[config.mk]
export PLATFORM = sky130hd
export DESIGN_NAME = swervolf_seg7_mux_flat
export DESIGN_NICKNAME = d
export VERILOG_FILES = /design/src/rtl/swervolf_seg7_mux_if.sv /design/src/rtl/swervolf_seg7_mux.sv /design/src/flat_wrapper.sv
export SDC_FILE = /design/constraint.sdc
export NUM_CORES = 1
export LEC_CHECK = 0
export ABC_CLOCK_PERIOD_IN_PS = 2500
export CAP_MARGIN = 20
export CORE_MARGIN = 4
export CORE_UTILIZATION = 45
export CTS_CLUSTER_SIZE = 14
export DETAILED_ROUTE_END_ITERATION = 16
export PLACE_DENSITY_LB_ADDON = 0.3
export SLEW_MARGIN = 30
export SYNTH_ARGS = -nofsm -noshare
export SYNTH_HDL_FRONTEND = slang
export SYNTH_SLANG_ARGS = --single-unit
[constraint.sdc]
create_clock -name clk -period 2.5 [get_ports clk]
set_input_delay 0.5 -clock clk [delete_from_list [all_inputs] [get_ports clk]]
set_output_delay 0.5 -clock clk [all_outputs]
set_load 0.03 [all_outputs]
[src/rtl/swervolf_seg7_mux_if.sv]
// Input/output bundle for the Basys3 seven-segment scanner.
// SWERVOLF_SEG7_DIM_EN adds the i_brightness field.
interface swervolf_seg7_mux_if;
  logic [15:0] i_value;
  logic [3:0]  i_dp;
  logic [3:0]  i_digit_en;
`ifdef SWERVOLF_SEG7_DIM_EN
  logic [3:0]  i_brightness;
`endif
  logic [3:0]  o_an;
  logic [6:0]  o_seg;
  logic        o_dp;
  logic        o_frame;

`ifdef SWERVOLF_SEG7_DIM_EN
  modport master (output i_value, i_dp, i_digit_en, i_brightness,
                  input  o_an, o_seg, o_dp, o_frame);
  modport slave  (input  i_value, i_dp, i_digit_en, i_brightness,
                  output o_an, o_seg, o_dp, o_frame);
`else
  modport master (output i_value, i_dp, i_digit_en,
                  input  o_an, o_seg, o_dp, o_frame);
  modport slave  (input  i_value, i_dp, i_digit_en,
                  output o_an, o_seg, o_dp, o_frame);
`endif
endinterface

[src/rtl/swervolf_seg7_mux.sv]
// Time-multiplexed 4-digit common-anode seven-segment driver with per-frame input latch.
// Optional PWM dimming enabled by defining SWERVOLF_SEG7_DIM_EN.
module swervolf_seg7_mux #(
  parameter int unsigned CLK_FREQ_HZ  = 25_000_000,
  parameter int unsigned REFRESH_HZ   = 250,
  parameter int unsigned BLANK_CYCLES = 64
) (
  input  logic               clk,
  input  logic               rstn,
  swervolf_seg7_mux_if.slave bus
);

  localparam int unsigned DIV   = CLK_FREQ_HZ / (4 * REFRESH_HZ);
  localparam int unsigned CNT_W = $clog2(DIV);
  localparam logic [CNT_W-1:0] SLOT_LAST = CNT_W'(DIV - 1);
  localparam logic [CNT_W-1:0] BLANK_END = CNT_W'(BLANK_CYCLES);

  logic [CNT_W-1:0] slot_cnt_q, slot_cnt_d;
  logic [1:0]       idx_q, idx_d;
  logic [15:0]      shadow_value_q, shadow_value_d;
  logic [3:0]       shadow_dp_q, shadow_dp_d;
  logic [3:0]       shadow_en_q, shadow_en_d;
  logic             frame_q, frame_d;
  logic [3:0]       an_q, an_d;
  logic [6:0]       seg_q, seg_d;
  logic             dp_q, dp_d;
  logic             frame_start;
  logic             lit;
  logic [3:0]       nibble;
`ifdef SWERVOLF_SEG7_DIM_EN
  logic [3:0]       pwm_cnt_q, pwm_cnt_d;
  logic [3:0]       shadow_bright_q, shadow_bright_d;
`endif

  function automatic logic [6:0] decode(input logic [3:0] hex);
    logic [6:0] seg;
    case (hex)
      4'h0: seg = 7'h40;  4'h1: seg = 7'h79;  4'h2: seg = 7'h24;  4'h3: seg = 7'h30;
      4'h4: seg = 7'h19;  4'h5: seg = 7'h12;  4'h6: seg = 7'h02;  4'h7: seg = 7'h78;
      4'h8: seg = 7'h00;  4'h9: seg = 7'h10;  4'hA: seg = 7'h08;  4'hB: seg = 7'h03;
      4'hC: seg = 7'h46;  4'hD: seg = 7'h21;  4'hE: seg = 7'h06;  default: seg = 7'h0E;
    endcase
    return seg;
  endfunction

  always_comb begin
    slot_cnt_d     = slot_cnt_q + 1'b1;
    idx_d          = idx_q;
    shadow_value_d = shadow_value_q;
    shadow_dp_d    = shadow_dp_q;
    shadow_en_d    = shadow_en_q;
    an_d           = '1;
    seg_d          = '1;
    dp_d           = 1'b1;

    if (slot_cnt_q == SLOT_LAST) begin
      slot_cnt_d = '0;
      idx_d      = idx_q + 2'd1;
    end

    frame_start = (idx_q == 2'd0) && (slot_cnt_q == '0);
    frame_d     = frame_start;
    if (frame_start) begin
      shadow_value_d = bus.i_value;
      shadow_dp_d    = bus.i_dp;
      shadow_en_d    = bus.i_digit_en;
    end

    // Lit decision uses the frame's shadow copy so a mid-frame input change cannot tear.
    nibble = shadow_value_q[{idx_q, 2'b00} +: 4];
    lit    = (slot_cnt_q >= BLANK_END) && shadow_en_q[idx_q];

`ifdef SWERVOLF_SEG7_DIM_EN
    pwm_cnt_d       = pwm_cnt_q + 4'd1;
    shadow_bright_d = frame_start ? bus.i_brightness : shadow_bright_q;
    lit = lit && ((shadow_bright_q == 4'hF) || (pwm_cnt_q < shadow_bright_q));
`endif

    if (lit) begin
      an_d  = ~(4'b0001 << idx_q);
      seg_d = decode(nibble);
      dp_d  = ~shadow_dp_q[idx_q];
    end
  end

  always_ff @(posedge clk or negedge rstn) begin
    if (!rstn) begin
      slot_cnt_q     <= '0;
      idx_q          <= '0;
      shadow_value_q <= '0;
      shadow_dp_q    <= '0;
      shadow_en_q    <= '0;
      frame_q        <= 1'b0;
      an_q           <= '1;
      seg_q          <= '1;
      dp_q           <= 1'b1;
    end else begin
      slot_cnt_q     <= slot_cnt_d;
      idx_q          <= idx_d;
      shadow_value_q <= shadow_value_d;
      shadow_dp_q    <= shadow_dp_d;
      shadow_en_q    <= shadow_en_d;
      frame_q        <= frame_d;
      an_q           <= an_d;
      seg_q          <= seg_d;
      dp_q           <= dp_d;
    end
  end

`ifdef SWERVOLF_SEG7_DIM_EN
  always_ff @(posedge clk or negedge rstn) begin
    if (!rstn) begin
      pwm_cnt_q       <= '0;
      shadow_bright_q <= '0;
    end else begin
      pwm_cnt_q       <= pwm_cnt_d;
      shadow_bright_q <= shadow_bright_d;
    end
  end
`endif

  assign bus.o_an    = an_q;
  assign bus.o_seg   = seg_q;
  assign bus.o_dp    = dp_q;
  assign bus.o_frame = frame_q;

endmodule

[src/flat_wrapper.sv]
// flat-port wrapper written by rule: the top's interface ports become plain ports
module swervolf_seg7_mux_flat 
#(
  parameter int unsigned CLK_FREQ_HZ  = 25_000_000,
  parameter int unsigned REFRESH_HZ   = 250,
  parameter int unsigned BLANK_CYCLES = 64
)
  (clk, rstn, bus_i_value, bus_i_dp, bus_i_digit_en, bus_o_an, bus_o_seg, bus_o_dp, bus_o_frame);
  swervolf_seg7_mux_if bus_i ();
  input  logic clk;
  input  logic rstn;
  input wire logic [$bits(bus_i.i_value)-1:0] bus_i_value;
  input wire logic [$bits(bus_i.i_dp)-1:0] bus_i_dp;
  input wire logic [$bits(bus_i.i_digit_en)-1:0] bus_i_digit_en;
  output wire logic [$bits(bus_i.o_an)-1:0] bus_o_an;
  output wire logic [$bits(bus_i.o_seg)-1:0] bus_o_seg;
  output wire logic [$bits(bus_i.o_dp)-1:0] bus_o_dp;
  output wire logic [$bits(bus_i.o_frame)-1:0] bus_o_frame;
  assign bus_i.i_value = bus_i_value;
  assign bus_i.i_dp = bus_i_dp;
  assign bus_i.i_digit_en = bus_i_digit_en;
  assign bus_o_an = bus_i.o_an;
  assign bus_o_seg = bus_i.o_seg;
  assign bus_o_dp = bus_i.o_dp;
  assign bus_o_frame = bus_i.o_frame;
  swervolf_seg7_mux #(.CLK_FREQ_HZ(CLK_FREQ_HZ), .REFRESH_HZ(REFRESH_HZ), .BLANK_CYCLES(BLANK_CYCLES)) u_core (.clk(clk), .rstn(rstn), .bus(bus_i));
endmodule
Clock wires, drivers and flops:
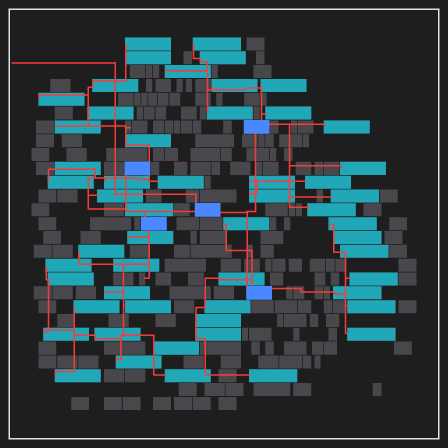
Key: cyan = flip-flops [count 54]; red = clock wires [length 588 um]; blue = clock-net drivers [count 5]
There are 6 routed clock nets.
clock group share of total power: 0.308
Final Skew: 0.00398 ns
Latency at later pin: 0.29 ns
Clock net power: 0.458 mW

Cells by drive strength:
Scale bar: 20 um.
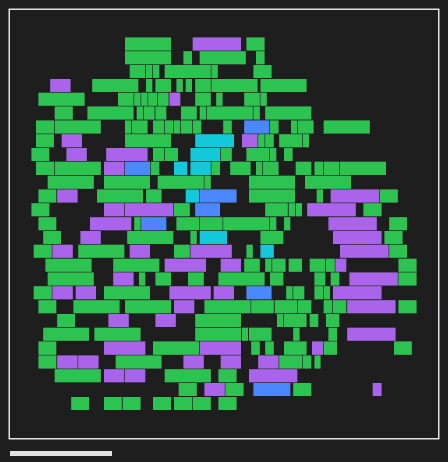
Key: purple = x2 [cells 49, share 20%, most used mux2_2]; cyan = x3 and x4 [cells 7, share 2.8%, most used buf_4]; blue = x6 and larger [cells 7, share 2.8%, most used clkbuf_8]; green = x1 and smaller [cells 186, share 75%, most used dfrtp_1]
setup slack after layout: 0.358 ns
area delta synth->final: 21.8%
Non-clk bufs: 43
post-route cell area: 0.00318 sq mm

Placement view:
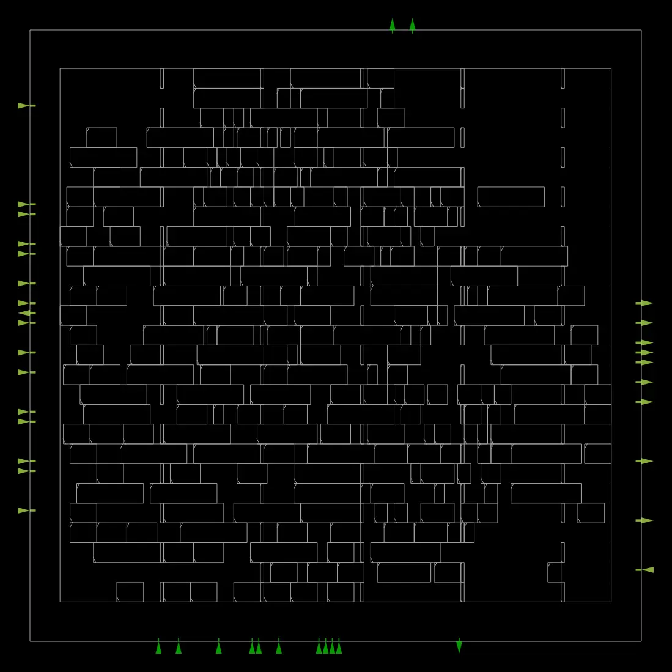
flop share of the area: 0.429
# rows: 27
Core Footprint: 0.00557 sq mm
flop count: 54

Sequential cells grouped by signal name:
Scale bar: 20 um. Other sequential cells in the stronger grey, the rest of the logic in the fainter grey.
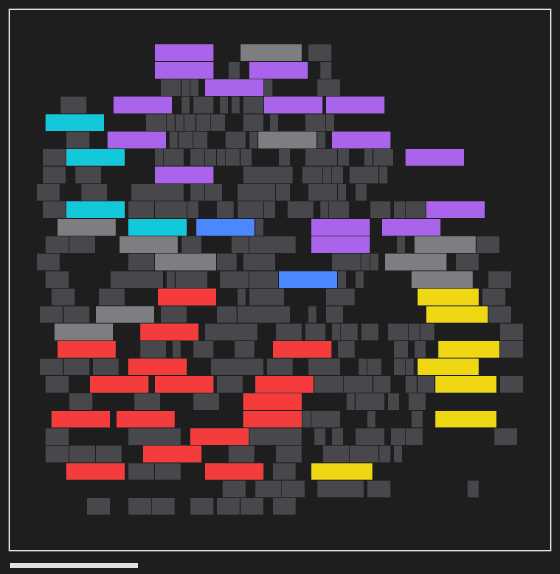
Key: cyan = u_core.shadow_en_q [flops 4]; red = u_core.shadow_value_q [flops 16]; purple = u_core.slot_cnt_q [flops 15]; yellow = u_core.bus.o_seg [flops 7]; blue = u_core.idx_q [flops 2]
Another 10 sequential cells are not coloured.
FF/Latch Area: 0.00137 sq mm
P_seq: 0.906 mW
Final Util: 0.571

==> results_dict.tcl <==
# collected from the flow reports
set metrics [dict create \
    status "finished clean" \
    final.min_clock_period_ns 2.14 \
    io_buffers 38 \
    cp_max_fo 8 \
    dr.first_iter.drc_count 79 \
    max-vdd-ir-drop_mv 0.354 \
    crit_family "simple AND/OR/NAND/NOR gates" \
    fin_nets 286 \
    reg2regPathDepth 5 \
    timing.rr.start "u_core.slot_cnt_q[10]" \
    synthDistinctLibCells 35 \
    start_kind "flip-flop" \
    num_vias 1645 \
    required_ns 2.69 \
    rrSetupSlack_ns 0.36 \
    setup_tns_ns 0 \
    grt_max_degree 30 \
    yosys-stat-cells 206 \
    postRouteAntennaNets 0 \
    cts-hold-fix-buffers 0 \
    cp_num_cells 5 \
    synth_top_area_share 0.402 \
    fp-utilization 0.469 \
    final-setup-viol-count 0 \
    h-tree-depth 2 \
    maxSlewHeadroom 0.618 \
    hp-class "input pin to asynchronous set/reset pin" \
    edf_count 0 \
    maxCapViolations 0 \
    die_area_sq_mm 0.00709 \
    drc 0 \
    numCtsBuffers 5 \
    flop_cell "dfrtp_1" \
    synth_flops 54 \
    grt_pass1_wl_um 7730 \
    grt_pass1_vias 1607 \
    drt-total-wl_um 4600 \
    slowest_stage "dfrtp_1" \
    tightest_slew_ns 0.573 \
    ctsResizeCount 0 \
    slowest_delay_ns 0.41 \
    track_usage 0.136 \
    crit_chain "or3_1 > or3_4 > nor4_4 > buf_4 > and2b_2" \
    crit_buf_inv 1 \
    clk_pin_slew_ns 0.09 \
    avgSynthCellArea_sq_um 12.7 \
    period_used_share 0.857 \
    syn_area_sq_mm 0.00261 \
    synth_warnings 0 \
    die_w_um 84.2 \
    final_max_slew_viol_count 0 \
    powerDensity_mw_per_mm2 467 \
    syn_inst 206 \
    rsz0062_at_grt "no" \
    cts.sink_count 54 \
    p_leak_nw 1.31 \
    die_h_um 84.2 \
    cp.arrival_ns 2.33 \
    vias_per_cell 5.12 \
    avgRoutedWirePerCell_um 14.3 \
    post_cts_buffers 0 \
    cp-endpoint "u_core.slot_cnt_q[1]" \
    cts.path.max_buffers 2 \
    final_layout_size_suffix_gt1_frac 0.253 \
    timing.fmax_mhz 467 \
    io_pins 39 \
    top_cells_by_area "dfrtp_1 40%, dfstp_2 12%, mux2_2 11%" \
    hold_violations 0 \
    ys_chip_area_sq_mm 0.00261 \
    hpwl_um 3410 \
    grt_overflow 0 \
    yosys.stat.seqShare 0.523 \
    antenna_cells 0 \
    synthesis.nets 244 \
    reg2reg_to "u_core.slot_cnt_q[1]" \
    gp_routability_congestion 0.839 \
    top_area_cell "dfrtp_1" \
    synthArstFlopShare 1.00 \
    drt_first_pass_iters 4 \
    cp-end-kind "flip-flop" \
    cts_tree "done" \
    root_buffer "clkbuf_8" \
    antenna_found_initial 0 \
    warning_count 35 \
    startpoint "u_core.slot_cnt_q[10]" \
    critPathKind "flip-flop to flip-flop" \
]
==> cells in the final DEF, fill, tap and decap left out, drive strengths merged, types with 3 or more instances in the layout <==
cell	instances
buf	6
clkbuf	8
clkdlybuf4s50	37
dfrtp	42
dfstp	12
ha	12
inv	8
mux2	26
mux4	7
nand2	14
nand3	12
nor2	12
nor3	5
nor4	5
o21ai	3
or2	3
xnor2	8
xor2	10
==> metal layers <==
metal  track usage  wire [um]
met1         0.196       2260
met2         0.211       2110
met3        0.0265        180
met4        0.0395         42
met5             0          0
==> how the worst min path moves through the flow <==
| stage | start | slack [ns] | to | cells after the start |
|---|---|---|---|---|
| CTS | rstn | 0.21 | u_core.slot_cnt_q[2] | 1 |
| finish | rstn | 0.20 | u_core.slot_cnt_q[4] | 1 |
| detailed placement | u_core.shadow_value_q[9] | 0.49 | u_core.shadow_value_q[9] | 1 |
| global route | rstn | 0.24 | u_core.slot_cnt_q[4] | 1 |
| global placement | u_core.slot_cnt_q[10] | 0.47 | u_core.slot_cnt_q[10] | 1 |
| floorplan | rstn | 0.20 | u_core.bus.o_frame | 0 |
==> layout make-up <==
type / count / area, sq um
Timing Repair Buffer: 43 / 438
Sequential cell: 54 / 1370
Inverter: 8 / 30.0
Multi-Input combinational cell: 136 / 1180
Fill cell: 477 / 2390
Clock buffer: 8 / 80.1
Tap cell: 72 / 90.1
==> cells by family (layout without fill, tap and decap cells) <==
group	Yosys count	after routing	share of synthesized area
buf+inv	16	59	0.0263
mux	33	33	0.174
compound gates	11	11	0.0273
simple gates	62	62	0.132
flops	54	54	0.523
xor+xnor	18	18	0.0603
fa+ha+maj	12	12	0.0575
==> synthesized netlist by cell type (2+ instances only) <==
cell,n
clkbuf_1,5
o21ai_0,3
nor3b_1,2
inv_1,8
nand3_1,12
o21a_1,2
nor4_1,4
a21oi_1,2
nor2_1,12
xnor2_1,8
nand4_1,2
xor2_1,10
ha_1,12
dfstp_2,12
dfrtp_1,42
nand2_1,14
buf_4,2
or2_2,3
o211ai_1,2
mux2_2,25
nor3_1,4
mux4_2,7
==> registers in the layout, summed over array words and instances (netlist names) <==
register and cells:
u_core.idx_q 2, u_core.bus.o_seg 7, u_core.bus.o_an 4, u_core.slot_cnt_q 15, u_core.shadow_value_q 16, u_core.bus.o_frame 1, u_core.shadow_dp_q 4, u_core.bus.o_dp 1
u_core.shadow_en_q 4
==> power breakdown <==
group          leakage (nW)  total (mW)  internal [mW]  switching [mW]
Combinational         0.629       0.122         0.0730          0.0488
Sequential            0.643       0.906          0.893          0.0121
Clock                0.0395       0.458          0.200           0.258
Total                  1.31        1.49           1.17           0.319
==> stage by stage <==
stage | setup WS (ns) | area, sq um | power (mW) | hold slack, ns | std cells
after global routing | 0.268 | 3180 | 1.55 | 0.243 | 321
after global placement | 0.456 | 3100 | 1.04 | 0.473 | 313
final | 0.358 | 3180 | 1.49 | 0.197 | 321
after CTS | 0.360 | 3180 | 1.50 | 0.208 | 321
after detailed placement | 0.368 | 3100 | 1.05 | 0.491 | 313
after floorplan | 0.215 | 2610 | 0.974 | 0.204 | 206
Power figures rest on the tool's default switching activity, not on a simulated workload.
